## src/rtl/flash_pkg.sv

```systemverilog
// Shared constants and types for the flash op sequencer.
// Macro codes, QSPI opcodes, FSM states, transaction request bundle.
package flash_pkg;

  localparam logic [3:0] M_ERS4K = 4'hA;
  localparam logic [3:0] M_RDID  = 4'hB;
  localparam logic [3:0] M_WRPG  = 4'hC;
  localparam logic [3:0] M_RDPG  = 4'hD;
  localparam logic [3:0] M_RDSR  = 4'hE;
  localparam logic [3:0] M_RDFR  = 4'hF;

  localparam logic [7:0] OP_WREN = 8'h06;
  localparam logic [7:0] OP_SE   = 8'h20;
  localparam logic [7:0] OP_PP   = 8'h02;
  localparam logic [7:0] OP_READ = 8'h03;
  localparam logic [7:0] OP_RDSR = 8'h05;
  localparam logic [7:0] OP_RDFR = 8'h70;
  localparam logic [7:0] OP_RDID = 8'h9F;

  localparam int PG_BYTES_DEF = 256;

  typedef enum logic [3:0] {
    S_IDLE,
    S_WREN,
    S_WREN_WT,
    S_CMD,
    S_CMD_WT,
    S_GAP,
    S_RDSR,
    S_RDSR_WT,
    S_CHECK,
    S_DONE
  } seq_state_t;

  typedef struct packed {
    logic [7:0]  cmd;
    logic [23:0] addr;
    logic        has_addr;
    logic [8:0]  len;
  } qspi_req_t;

  function automatic logic is_cmd(input logic [3:0] c);
    return c >= M_ERS4K;
  endfunction

  function automatic logic needs_wren(input logic [3:0] c);
    return (c == M_ERS4K) || (c == M_WRPG);
  endfunction

endpackage

```

## src/rtl/flash_poll_timer.sv

```systemverilog
// Gap and poll counter for status-register polling.
// Ports: clk, rst, gap_load, poll_clr, poll_inc -> gap_expire, poll_timeout.
module flash_poll_timer #(
  parameter int POLL_GAP = 64,
  parameter int POLL_MAX = 200000
) (
  input  logic clk,
  input  logic rst,
  input  logic gap_load,
  input  logic poll_clr,
  input  logic poll_inc,
  output logic gap_expire,
  output logic poll_timeout
);

  localparam int GW = $clog2(POLL_GAP + 1);
  localparam int PW = $clog2(POLL_MAX + 1);

  logic [GW-1:0] gap_cnt;
  logic [PW-1:0] poll_cnt;

  // Loaded with POLL_GAP-1 so the GAP state lasts POLL_GAP cycles.
  always_ff @(posedge clk) begin
    if (rst) begin
      gap_cnt  <= '0;
      poll_cnt <= '0;
    end else begin
      if (gap_load)
        gap_cnt <= GW'(POLL_GAP - 1);
      else if (gap_cnt != '0)
        gap_cnt <= gap_cnt - 1'b1;
      if (poll_clr)
        poll_cnt <= '0;
      else if (poll_inc && !poll_timeout)
        poll_cnt <= poll_cnt + 1'b1;
    end
  end

  assign gap_expire = (gap_cnt == '0);

  // poll_cnt holds completed polls before the one being checked.
  assign poll_timeout = (poll_cnt >= PW'(POLL_MAX - 1));

endmodule

```

## src/rtl/flash_op_sequencer.sv

```systemverilog
// Turns one flash macro command into ordered QSPI transactions:
// optional WREN, the command, then RDSR polling until WIP clears.
// In: clk, rst, macro_states, macro_states_valid, addr_reg,
//     qspi_done, qspi_rd_data, qspi_rd_valid.
// Out: flash_macro_states_done, flash_busy, flash_err, qspi_start,
//      qspi_cmd, qspi_addr, qspi_has_addr, qspi_len, status_reg, id_reg.
// Option: FLASH_SEQ_TIMEOUT_EN bounds polling to POLL_MAX and
//         reports the timeout on flash_err.
module flash_op_sequencer
  import flash_pkg::*;
#(
  parameter int POLL_GAP = 64,
  parameter int POLL_MAX = 200000,
  parameter int PG_BYTES = PG_BYTES_DEF
) (
  input  logic        clk,
  input  logic        rst,
  input  logic [3:0]  macro_states,
  input  logic        macro_states_valid,
  input  logic [31:0] addr_reg,
  output logic        flash_macro_states_done,
  output logic        flash_busy,
  output logic        flash_err,
  output logic        qspi_start,
  output logic [7:0]  qspi_cmd,
  output logic [23:0] qspi_addr,
  output logic        qspi_has_addr,
  output logic [8:0]  qspi_len,
  input  logic        qspi_done,
  input  logic [7:0]  qspi_rd_data,
  input  logic        qspi_rd_valid,
  output logic [7:0]  status_reg,
  output logic [23:0] id_reg
);

  seq_state_t state, state_n;
  qspi_req_t  req_q, req_n, cmd_req;

  logic [3:0]  code_q, code_c;
  logic [23:0] addr_q, addr_c;
  logic        accept, wip, timed_out;
  logic        gap_load, poll_clr, poll_inc;
  logic        gap_expire, poll_timeout;
  logic        unused_hi;

  assign unused_hi = ^addr_reg[31:24];

  assign accept = (state == S_IDLE) && macro_states_valid
                  && is_cmd(macro_states);
  assign wip    = status_reg[0];

  // Read commands enter CMD straight from IDLE, before code_q is loaded.
  assign code_c = (state == S_IDLE) ? macro_states : code_q;
  assign addr_c = (state == S_IDLE) ? addr_reg[23:0] : addr_q;

  flash_poll_timer #(
    .POLL_GAP(POLL_GAP),
    .POLL_MAX(POLL_MAX)
  ) u_timer (
    .clk         (clk),
    .rst         (rst),
    .gap_load    (gap_load),
    .poll_clr    (poll_clr),
    .poll_inc    (poll_inc),
    .gap_expire  (gap_expire),
    .poll_timeout(poll_timeout)
  );

`ifdef FLASH_SEQ_TIMEOUT_EN
  logic err_q;
  assign timed_out = poll_timeout;
  assign flash_err = err_q;
`else
  logic unused_timeout;
  assign unused_timeout = poll_timeout;
  assign timed_out = 1'b0;
  assign flash_err = 1'b0;
`endif

  always_comb begin
    cmd_req = '0;
    unique case (1'b1)
      code_c == M_ERS4K: begin
        cmd_req.cmd      = OP_SE;
        cmd_req.addr     = addr_c;
        cmd_req.has_addr = 1'b1;
      end
      code_c == M_RDID: begin
        cmd_req.cmd = OP_RDID;
        cmd_req.len = 9'd3;
      end
      code_c == M_WRPG: begin
        cmd_req.cmd      = OP_PP;
        cmd_req.addr     = addr_c;
        cmd_req.has_addr = 1'b1;
        cmd_req.len      = 9'(PG_BYTES);
      end
      code_c == M_RDPG: begin
        cmd_req.cmd      = OP_READ;
        cmd_req.addr     = addr_c;
        cmd_req.has_addr = 1'b1;
        cmd_req.len      = 9'(PG_BYTES);
      end
      code_c == M_RDSR: begin
        cmd_req.cmd = OP_RDSR;
        cmd_req.len = 9'd1;
      end
      code_c == M_RDFR: begin
        cmd_req.cmd = OP_RDFR;
        cmd_req.len = 9'd1;
      end
      default: ;
    endcase
  end

  always_comb begin
    state_n  = state;
    gap_load = 1'b0;
    poll_clr = 1'b0;
    poll_inc = 1'b0;
    unique case (state)
      S_IDLE: begin
        if (accept) begin
          poll_clr = 1'b1;
          state_n  = needs_wren(macro_states) ? S_WREN : S_CMD;
        end
      end
      S_WREN:    state_n = S_WREN_WT;
      S_WREN_WT: if (qspi_done) state_n = S_CMD;
      S_CMD:     state_n = S_CMD_WT;
      S_CMD_WT: begin
        if (qspi_done) begin
          if (needs_wren(code_q)) begin
            gap_load = 1'b1;
            state_n  = S_GAP;
          end else begin
            state_n = S_DONE;
          end
        end
      end
      S_GAP:     if (gap_expire) state_n = S_RDSR;
      S_RDSR:    state_n = S_RDSR_WT;
      S_RDSR_WT: if (qspi_done) state_n = S_CHECK;
      S_CHECK: begin
        if (!wip || timed_out) begin
          state_n = S_DONE;
        end else begin
          poll_inc = 1'b1;
          gap_load = 1'b1;
          state_n  = S_GAP;
        end
      end
      S_DONE:  state_n = S_IDLE;
      default: state_n = S_IDLE;
    endcase
  end

  // Request fields are loaded on entry to an issue state and then
  // held untouched through the matching wait state.
  always_comb begin
    req_n = req_q;
    unique case (state_n)
      S_IDLE: req_n = '0;
      S_WREN: req_n = '{cmd: OP_WREN, addr: '0,
                        has_addr: 1'b0, len: 9'd0};
      S_CMD:  if (state != S_CMD) req_n = cmd_req;
      S_RDSR: req_n = '{cmd: OP_RDSR, addr: '0,
                        has_addr: 1'b0, len: 9'd1};
      default: ;
    endcase
  end

  always_ff @(posedge clk) begin
    if (rst) begin
      state      <= S_IDLE;
      req_q      <= '0;
      code_q     <= '0;
      addr_q     <= '0;
      status_reg <= '0;
      id_reg     <= '0;
    end else begin
      state <= state_n;
      req_q <= req_n;
      if (accept) begin
        code_q <= macro_states;
        addr_q <= addr_reg[23:0];
      end
      if (qspi_rd_valid) begin
        if (state == S_CMD_WT && code_q == M_RDID)
          id_reg <= {id_reg[15:0], qspi_rd_data};
        if ((state == S_CMD_WT &&
             (code_q == M_RDSR || code_q == M_RDFR)) ||
            state == S_RDSR_WT)
          status_reg <= qspi_rd_data;
      end
    end
  end

`ifdef FLASH_SEQ_TIMEOUT_EN
  always_ff @(posedge clk) begin
    if (rst)
      err_q <= 1'b0;
    else if (accept)
      err_q <= 1'b0;
    else if (state == S_CHECK && wip && timed_out)
      err_q <= 1'b1;
  end
`endif

  assign qspi_start = (state == S_WREN) || (state == S_CMD)
                      || (state == S_RDSR);
  assign qspi_cmd      = req_q.cmd;
  assign qspi_addr     = req_q.addr;
  assign qspi_has_addr = req_q.has_addr;
  assign qspi_len      = req_q.len;

  assign flash_busy              = (state != S_IDLE);
  assign flash_macro_states_done = (state == S_DONE);

endmodule

```

## config.mk

```make
export PLATFORM = sky130hd
export DESIGN_NAME = flash_op_sequencer
export DESIGN_NICKNAME = d
export VERILOG_FILES = /design/src/rtl/flash_pkg.sv /design/src/rtl/flash_poll_timer.sv /design/src/rtl/flash_op_sequencer.sv
export SDC_FILE = /design/constraint.sdc
export NUM_CORES = 1
export LEC_CHECK = 0
export ABC_AREA = 1
export CAP_MARGIN = 20
export CORE_MARGIN = 4
export CORE_UTILIZATION = 44
export CTS_BUF_LIST = sky130_fd_sc_hd__clkbuf_16
export DETAILED_ROUTE_END_ITERATION = 10
export HOLD_SLACK_MARGIN = 0.15
export PLACE_DENSITY_LB_ADDON = 0.1
export SYNTH_ARGS = -nofsm -noshare
export SYNTH_HDL_FRONTEND = slang
export SYNTH_SLANG_ARGS = --single-unit
```

## constraint.sdc

```tcl
create_clock -name clk -period 1.7 [get_ports clk]
set_input_delay 0.34 -clock clk [delete_from_list [all_inputs] [get_ports clk]]
set_output_delay 0.34 -clock clk [all_outputs]
set_load 0.01 [all_outputs]
```

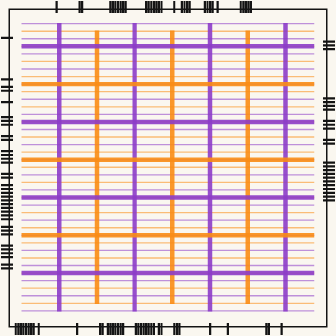
*PDN straps and rails*
Pins as bars on the die edge.
[VSS] purple
[VDD] orange
rows: 38
met4 straps: 7
signal pins: 127
met5 straps: 7
met1 rails: 39
die x size: 114 um
core outline area: 10,900 um2
DIE HEIGHT: 114 um
highest ir drop seen on vdd: 0.607 mV

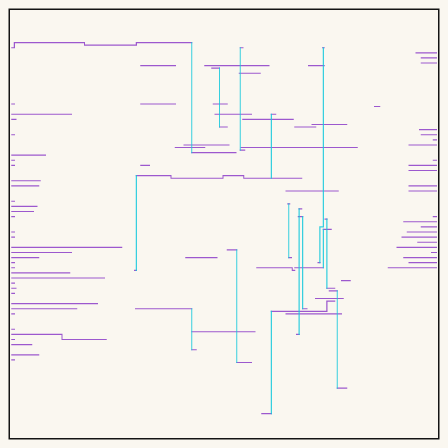
*Routed metal, one colour a layer*
Two of the layers only.
[M3] purple | wire length: 769 um
[M4] cyan | wire length: 367 um
via count: 5,074
detailed-route wire length: 14.9 mm
Total Routing Usage GR: 0.226
Wirelength per Cell: 15.3 um

==> reports/metrics.json <==
{
  "cells_and_area": {
    "final_common_cell": "sky130_fd_sc_hd__clkdlybuf4s50_1",
    "area_growth_synth_to_finish_pct": 50.3,
    "layout-drive-gt1-share": 0.251,
    "final.fill_count": 901
  },
  "route": {
    "drc": 0
  },
  "timing": {
    "min_period_over_period": 1.07,
    "worst_slack_ns": -0.113,
    "finalWorstPathRequiredPeriod_ns": 1.81,
    "setup-violations-final": 34
  },
  "cts": {
    "cts.htree.levels": 3
  },
  "global_route": {
    "grt_first_pass_wirelength_mm": 24.2
  },
  "outcome": {
    "violations": "negative setup slack",
    "run_status": "finished, violations left"
  },
  "power": {
    "cell_internal_pwr_mw": 5.11
  },
  "setup_path": {
    "critPathCaptureType": "flop",
    "cp_common_cell": "sky130_fd_sc_hd__nand2_1",
    "crit-reg2reg-capture": "qspi_cmd[2]",
    "r2r_slack_ns": -0.11
  },
  "run": {
    "max_cap_violations": 0
  },
  "place": {
    "port_buffers": 111
  }
}
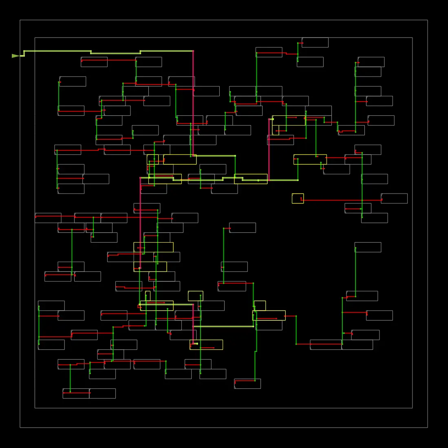
*The clock network*
number of clock sinks seen by CTS: 105
Worst Skew: 0.0102 ns

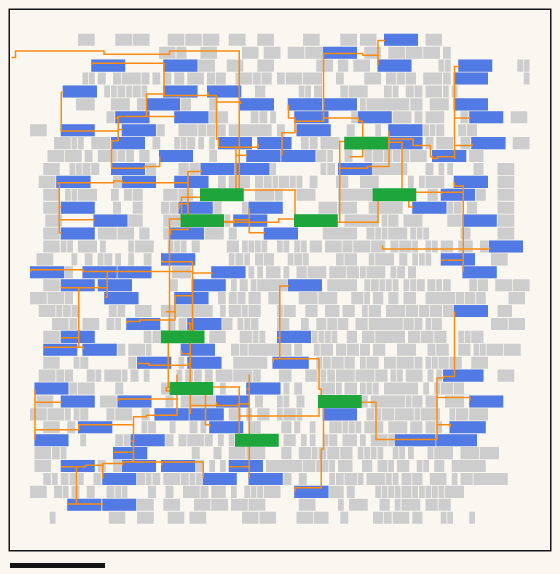
*Clock wires, drivers and flops*
The bar under the picture is 20 um long.
[clock-net drivers] green | count: 9
[clock wires] orange | length: 1,200 um
[flip-flops] blue | count: 105
routed clock nets: 10
flops lie: spread over the die
proportion of power drawn by the clock network: 0.275
clock latency reported for the late side of the worst-skew pair: 0.34 ns

## power groups by stage
stage	Sequential, mW	Clock, mW	Combinational [mW]
after detailed placement	2.77	0	2.32
after global placement	2.76	0	2.28
final	2.72	2.12	2.86
after global routing	2.74	2.24	3.11
after floorplan	2.77	0	1.42
after CTS	2.72	2.16	2.61
## how the worst max path moves through the flow
stage                         start            end  slack (ns)  cells after the start
floorplan                  state[3]  qspi_addr[14]      0.0003                     11
global placement    macro_states[3]    qspi_len[8]       -0.57                     15
detailed placement  macro_states[3]  qspi_addr[22]       -0.64                     13
CTS                        state[1]    qspi_len[8]       -0.07                     15
global route               state[1]    qspi_cmd[2]       -0.22                     13
finish                     state[1]    qspi_cmd[2]       -0.11                     13
## what timing repair did
| item | in CTS | in global routing |
|---|---|---|
| pin swaps | 16 | 5 |
| buffers inserted | 10 | 2 |
| endpoints found under the setup margin | 44 | 44 |
| resized | 74 | 38 |
| cloned | 2 | 2 |
## Yosys cell counts, drive strengths merged
cell type | number | area share
nor2 | 120 | 0.10
dfxtp | 105 | 0.43
nand2 | 87 | 0.072
o21ai | 64 | 0.065
nand3 | 53 | 0.056
a21oi | 48 | 0.049
inv | 46 | 0.036
nand4 | 35 | 0.045
buf | 25 | 0.036
mux2 | 24 | 0.055
nor3 | 24 | 0.024
clkbuf | 23 | 0.018
a31oi | 2 | 0.0025
clkinv | 2 | 0.0015
nand3b | 2 | 0.0031
a311oi | 1 | 0.0018
conb | 1 | 0.00076
ha | 1 | 0.0025
nor4 | 1 | 0.0013
o31ai | 1 | 0.0015
or2 | 1 | 0.0013
## routing by layer
| layer | global-route usage | part of all wire | vias up | wire (um) |
|---|---|---|---|---|
| li1 | - | - | 2558 | - |
| met1 | 0.291 | 0.45 | 2351 | 6800 |
| met2 | 0.369 | 0.47 | 134 | 7010 |
| met3 | 0.0520 | 0.051 | 31 | 769 |
| met4 | 0.0817 | 0.025 | 0 | 366 |
| met5 | 0 | 0 | - | 0 |
## final cells by class
class	count	area, um2	share of cell area
Clock buffer	9	225	0.0305
Clock inverter	7	76.3	0.0103
Inverter	48	203	0.0274
Multi-Input combinational cell	472	2700	0.365
Sequential cell	105	2120	0.286
Tap cell	140	175	0.0237
Timing Repair Buffer	193	1890	0.256
Timing Repair inverter	1	3.75	0.000508
## stage by stage
step / TNS, ns / cell area (um2) / total power [mW] / hold slack [ns] / util
after global placement: -23.08 / 6600 / 5.04 / 0.460 / 0.606
final: -2.93 / 7390 / 7.70 / 0.474 / 0.679
after floorplan: 0 / 5000 / 4.19 / 0.444 / -
after global routing: -6.66 / 7390 / 8.09 / 0.492 / 0.679
after CTS: -1.13 / 7200 / 7.49 / 0.475 / 0.661
after detailed placement: -27.21 / 6600 / 5.09 / 0.464 / 0.606
## logic make-up (layout without fill, tap and decap cells)
family,Yosys count,count (layout),synth area share
AOI/OAI and AO/OA,116,116,0.120
adders and majority gates,1,1,0.00254
buffers and inverters,96,258,0.0903
DFF,105,105,0.427
muxes,24,24,0.0550
other,1,7,0.000763
and+or+nand+nor,323,324,0.304
Power and IR drop assume default switching activity.
